==> run_1/m1.png <==
Bar = 20 um.
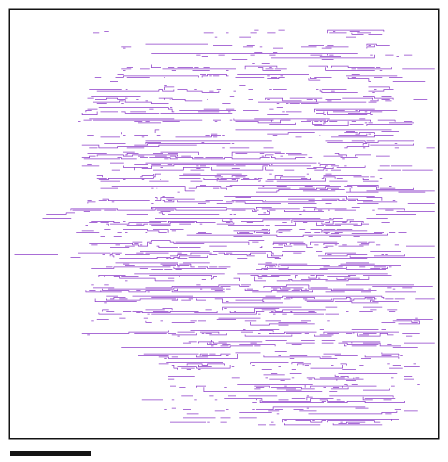
==> run_1/m2.png <==
Bar = 20 um. Cells faint in the background.
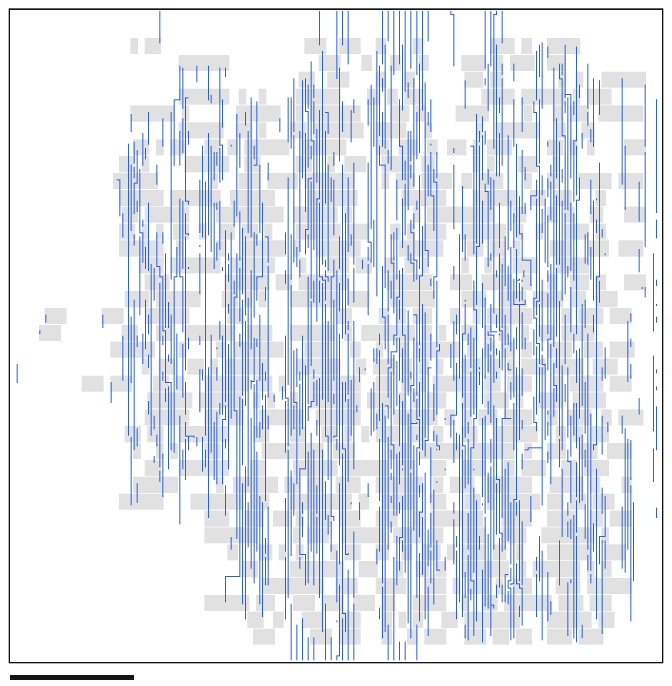
==> run_1/m3.png <==
Bar = 20 um. Cells faint in the background.
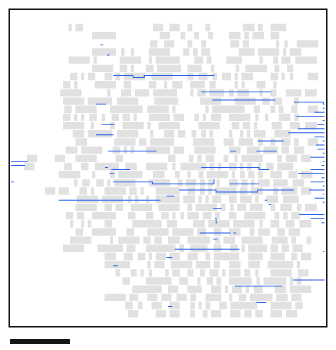
Design cpu_ctrl, sky130hd; sources not shown.
==> run summary, run 1 <==
Synthesis and PnR results.

- The flow ran to the end, but the final reports show violations.
- The final reports fail on negative setup slack.
- The final core area utilization is 49.44%.
- The logic depth of the worst register-to-register path is 11.
- According to the floorplan report, the placeable core area is 0.009864 sq mm.
- Total global-route track usage over all layers is 23.17%.
- The detailed placer's ending HPWL reads 8284 um.
- Setup slack on the worst reg-to-reg path comes out at 60 ps.
- For this run, the top clock speed supported by timing is 360.6 MHz.
- The synthesized instance count reads 350.
- The clock power share is 34.4%.
- The number of distinct library cells after synthesis is 53.
- The die width is 105.1 um.
- The number of clock buffers added by TritonCTS is 9.
- Of the total synthesized cell area, the portion taken by AND-OR and OR-AND cells is 19.29%.
- The routed design shows a wire length per standard cell of 21.73 um.
- The yosys cell count reads 350.
- The worst-case setup slack after placement reads -1314 ps.
- After Yosys synthesis, full adders, half adders and majority gates account for 0.3711% of the synthesized area.
- The placement-stage cell area is 0.004199 sq mm.
- The xor and xnor area share after synthesis is 0.2597%.
- The largest driver fanout on the critical path is 5.
- The slew of the pin with the lowest slew margin is 696.9 ps.
- The number of clock sinks seen by CTS is 59.
- The number of top-level pins reads 68.
- The clock root buffer is clkbuf_2.
- Entering global routing, the biggest net connects 24 pins.
- The hold slack reads 493.7 ps.
- The category of the worst setup path capture point is a primary output.
- The final timing report lists clock skew as 22.80 ps.
- The number of nets in the layout reads 482.
- In this run, power in flip-flops and latches comes to 0.00100 W.
- The number of enable-type register cells in the synthesized netlist reads 0.
- The category of the most critical setup path reads register to primary output.
- The count of endpoints failing hold in the final timing report reads 0.
- The number of DRC markers after the initial detailed-route iteration reads 191.
- The cell depth of the worst min-delay path reads 2.
- The flip-flop count of the largest register after layout reads 32.
- The total count of max-transition violations in the final report reads 0.
- The time the final worst path needs with I/O delays and setup is 2774 ps.
- The power of the combinational group is 0.000448 W.
- Of all power groups, the one with the highest power is registers.
- The average cell area after synthesis is 9.634 sq um.
- The warning tally printed by Yosys for this design is 0.
- The count of buffers from port buffering reads 66.
- The portion of synthesized area spent on multiplexers is 19.29%.
- The floorplan die height is 105.1 um.
- The layout overhead on the synthesized area reads 44.64%.
- The clock transition time at the flip-flop clock pins of the worst setup and hold paths reads 180 ps.
- The final setup violation count reads 33.
- The detailed placer reported the number of placed instances as 549.
- The fraction of post-synthesis cell area in the top cell type by area reads 35.03%.
- The main logic family after synthesis reads AND-OR/OR-AND gates.
- The commonest cells after synthesis are dfxtp_1, nor2_1, a211oi_1, nand2_1, mux2i_1.
- The part of the total power dissipated in sequential elements is 45.3%.
- The via count of the first global-routing pass was 3466.
- The combinational share of power reads 20.3%.
- The worst-case setup margin in the final layout is -273.5 ps.
- The first-pass GRT wire length reads 19470 um.
- The H-tree depth reads 3.
- The simple logic cell fraction of the synthesized area is 18.85%.
- Power comes to 0.002206 W.
- The power per cell area is 452.3 mW/mm^2.
- The antenna diode count reads 0.
- The class of the tightest hold or removal check reads register to register.
- The reported net switching power reads 0.0006824 W.
- The initial antenna violation count reads 0.
- The script logs the ratio of routed vias to standard cells as 5.461.
- The maximum ir drop on the vdd rail reads 0.2259 mV.
- The number of filler instances in the final layout is 1104.
- The total internal power reads 0.001524 W.
- The worst path arrival time is 2020 ps.
Back to the opening pictures, m1.png:
wire length on this layer: 5310 um
nets with wire on the layer: 450
GR met1 Demand/Resource: 26.73%
Post-Route WL: 13020 um
overall via count from detail_route: 3271

Back to the opening pictures, m2.png:
wire length on this layer: 6940 um
longest straight run: 46.9 um
nets with wire on the layer: 442
share of all routed wire: 53%
met2 Resource Use GR: 43.27%

Back to the opening pictures, m3.png:
wire length on this layer: 454 um
main direction: horizontal
share of all routed wire: 3.5%
nets with wire on the layer: 50
longest straight run: 33.6 um
GR Layer Usage met3: 3.930%

run 1: area by class of cell:
type	instances	area, sq um	area share, %
sequential	59	1205	24.71
clock inverter	7	101.3	2.078
tap	133	166.4	3.412
multi-input combinational	259	2131	43.69
clock buffer	9	45.04	0.9236
timing repair buffer	106	973.4	19.96
buffer	21	231.5	4.746
inverter	5	23.77	0.4874
run 1: repair_timing:
action,CTS,global route
setup buffers,33,9
setup endpoints to repair,39,41
cloned,1,0
pin swaps,21,11
resized,208,59
run 1: per-layer routing:
metal | GRT usage [%] | part of all wire (%)
met3 | 3.930 | 3.5
met4 | 7.048 | 2.4
met5 | 0 | 0
met1 | 26.73 | 41
met2 | 43.27 | 53
run 1: worst max-delay path, stage by stage, from the launching register on:
cell	delay, ps
dfxtp_4	400
buf_12	130
mux4_2	570
mux2_4	290
buf_6	120
==> run 1 -> run 2 <==
--- a/config.mk
+++ b/config.mk
@@ -12,7 +12,6 @@
 export CORE_UTILIZATION = 33
 export CTS_BUF_LIST = sky130_fd_sc_hd__clkbuf_2
 export DETAILED_ROUTE_END_ITERATION = 16
-export GPL_ROUTABILITY_DRIVEN = 0
 export GPL_TIMING_DRIVEN = 0
 export PLACE_DENSITY = 0.92
 export SLEW_MARGIN = 10
==> run_2/m1.png <==
Bar = 20 um.
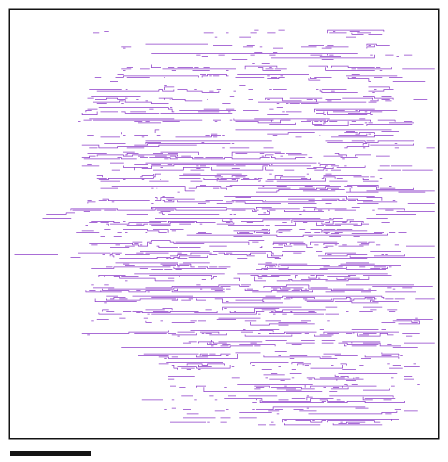
main direction: horizontal
share of all routed wire: 41%
wire length on this layer: 5310 um

==> run_2/m4.png <==
Bar = 20 um.
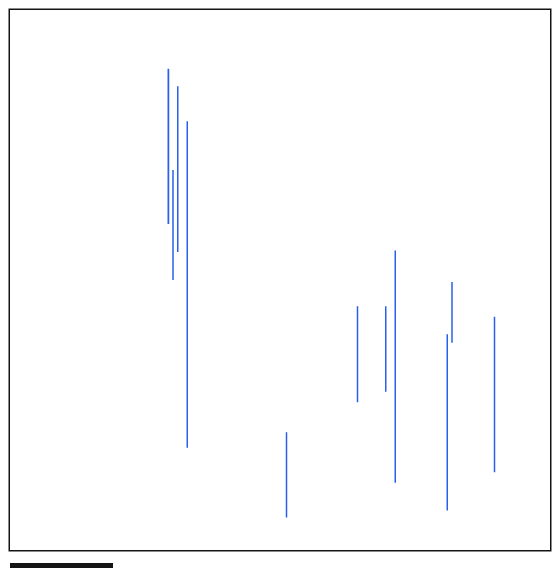
wire length on this layer: 318 um
longest straight run: 63.2 um
nets with wire on the layer: 10

==> run summary, run 2 <==
Synthesis and PnR results.

- The flow reports power dissipated in combinational cells as 0.000448 W.
- The path class of the tightest hold or removal check is register to register.
- The maximum ir drop on the vdd rail reads 0.2259 mV.
- For reference, the top cells by count after synthesis are dfxtp_1, nor2_1, a211oi_1, nand2_1, mux2i_1.
- The worst setup path is captured at a primary output.
- For this run, the detailed router reports a per-instance via density of 5.461.
- The total internal power is 0.001524 W.
- The worst-case setup slack after placement reads -1314 ps.
- The register with the most flip-flops in the layout has 32 of them.
- The flow ran to the end, but the final reports show violations.
- The count of buffers from port buffering is 66.
- The total track usage is 23.17%.
- The final report lists the setup-violating endpoint count as 33.
- Cells fill 49.44% of the core in the end.
- Ranked by power, first place goes to registers.
- The synth_stat.txt file lists the number of cells as 350.
- The post-detailed-routing wire length is 13020 um.
- The count of synthesis-stage warnings from yosys reads 0.
- The xor and xnor area share after synthesis is 0.2597%.
- The number of gates on the worst path with buffers counted reads 4.
- The hold slack is 493.7 ps.
- The slew of the pin with the lowest slew margin is 696.9 ps.
- The tally of OpenROAD warnings reads 28.
- The combinational gate count reads 259.
- The largest driver fanout on the critical path reads 5.
- In the synthesized netlist, mux cells make up 19.29% of the area.
- The power per cell area is 452.3 mW/mm^2.
- In the final layout, the fill cell count is 1104.
- The number of placed instances, taps included, is 549.
- The reported net switching power is 0.0006824 W.
- The proportion of final cell area spent on non-clock buffers reads 24.70%.
- The number of top-level pins reads 68.
- The register-to-register setup slack reads 60 ps.
- The register area is 0.001205 sq mm.
- Per the post-run analysis, buffers plus inverters along the critical path come to 2.
- The clock network area share is 3.002%.
- Looking at the clock tree report, the root buffer type is clkbuf_2.
- The fraction of post-synthesis cell area in the top cell type by area reads 35.03%.
- The number of CTS-inserted buffers is 9.
- The checks that failed: negative setup slack.
- The sequential share of cell area reads 24.71%.
- At the end of the flow, the number of nets in the layout was 482.
- The layout overhead on the synthesized area is 44.64%.
- The number of inverters outside the clock class in the layout reads 5.
- Summing the areas of all fa, ha and maj instances in the mapped netlist gives 0.3711% of the synthesized area.
- The part of the total power dissipated in sequential elements reads 45.3%.
- The combinational share of cell area is 43.69%.
- The number of cells on the worst hold path is listed as 2.
- Endpoints failing hold in the final report were tallied at 0.
- The worst path arrival time is 2020 ps.
- The routed length per placed instance reads 21.73 um.
- The cell kind with the greatest summed area is combinational gates.
- The cell class contributing the biggest share of worst-path delay reads multiplexers.
- The simple logic cell fraction of the synthesized area is 18.85%.
- Grouping non-sequential cells by family puts the most area in AND-OR/OR-AND gates.
- The first-pass GRT wire length is 19470 um.
- On the critical path, the stage with the largest delay is an instance of mux4_2.
- In this design, the stage delay of the slowest critical-path cell is 570 ps.
- The final design instance area without fill is 0.004877 sq mm.
- Per the detailed placement report, the placed cell area equals 0.004199 sq mm.
- The worst-case setup margin in the final layout is -273.5 ps.
- The number of DRC markers after the initial detailed-route iteration reads 191.
- The sequential cell count reads 59.
- The upper clock frequency limit is 360.6 MHz.
- In this run, power in flip-flops and latches comes to 0.00100 W.
- The time the final worst path needs with I/O delays and setup reads 2774 ps.
- The largest net degree at the start of global routing reads 24.
- The antenna diode count is 0.
- The worst clock skew reads 22.80 ps.
- The clock transition time at the flip-flop clock pins of the worst setup and hold paths reads 180 ps.
- The average cell area after synthesis reads 9.634 sq um.
- The multi-input combinational cell area is 0.002131 sq mm.
- Overall power consumption after layout is estimated at 0.002206 W.
- Clock buffers in the final layout number 9.
- The initial antenna violation count is 0.
- In this run the vertical extent of the chip is 105.1 um.
- By startpoint and endpoint, the worst setup path is classified as register to primary output.
- The AND-OR/OR-AND share of the synthesized area is 19.29%.
- The number of clock sinks seen by CTS is 59.
- The vias after detailed routing is 3271.
- The floorplan core area is 0.009864 sq mm.
run 2: cell counts after synthesis:
No cell type changed its count.
run 2: per-layer routing:
| layer | share of wire (%) | track usage (%) | vias to the layer above |
|---|---|---|---|
| met5 | 0 | 0 | - |
| met2 | 53 | 43.27 | 82 |
| li1 | - | - | 1500 |
| met3 | 3.5 | 3.930 | 27 |
| met4 | 2.4 | 7.048 | 0 |
| met1 | 41 | 26.73 | 1662 |
run 2: timing repair:
item / 4_1_cts / 5_1_grt
cloned: 1 / 0
pin swaps: 21 / 11
gates resized: 208 / 59
endpoints found under the setup margin: 39 / 41
setup buffers: 33 / 9
Power figures rest on the tool's default switching activity, not on a simulated workload.
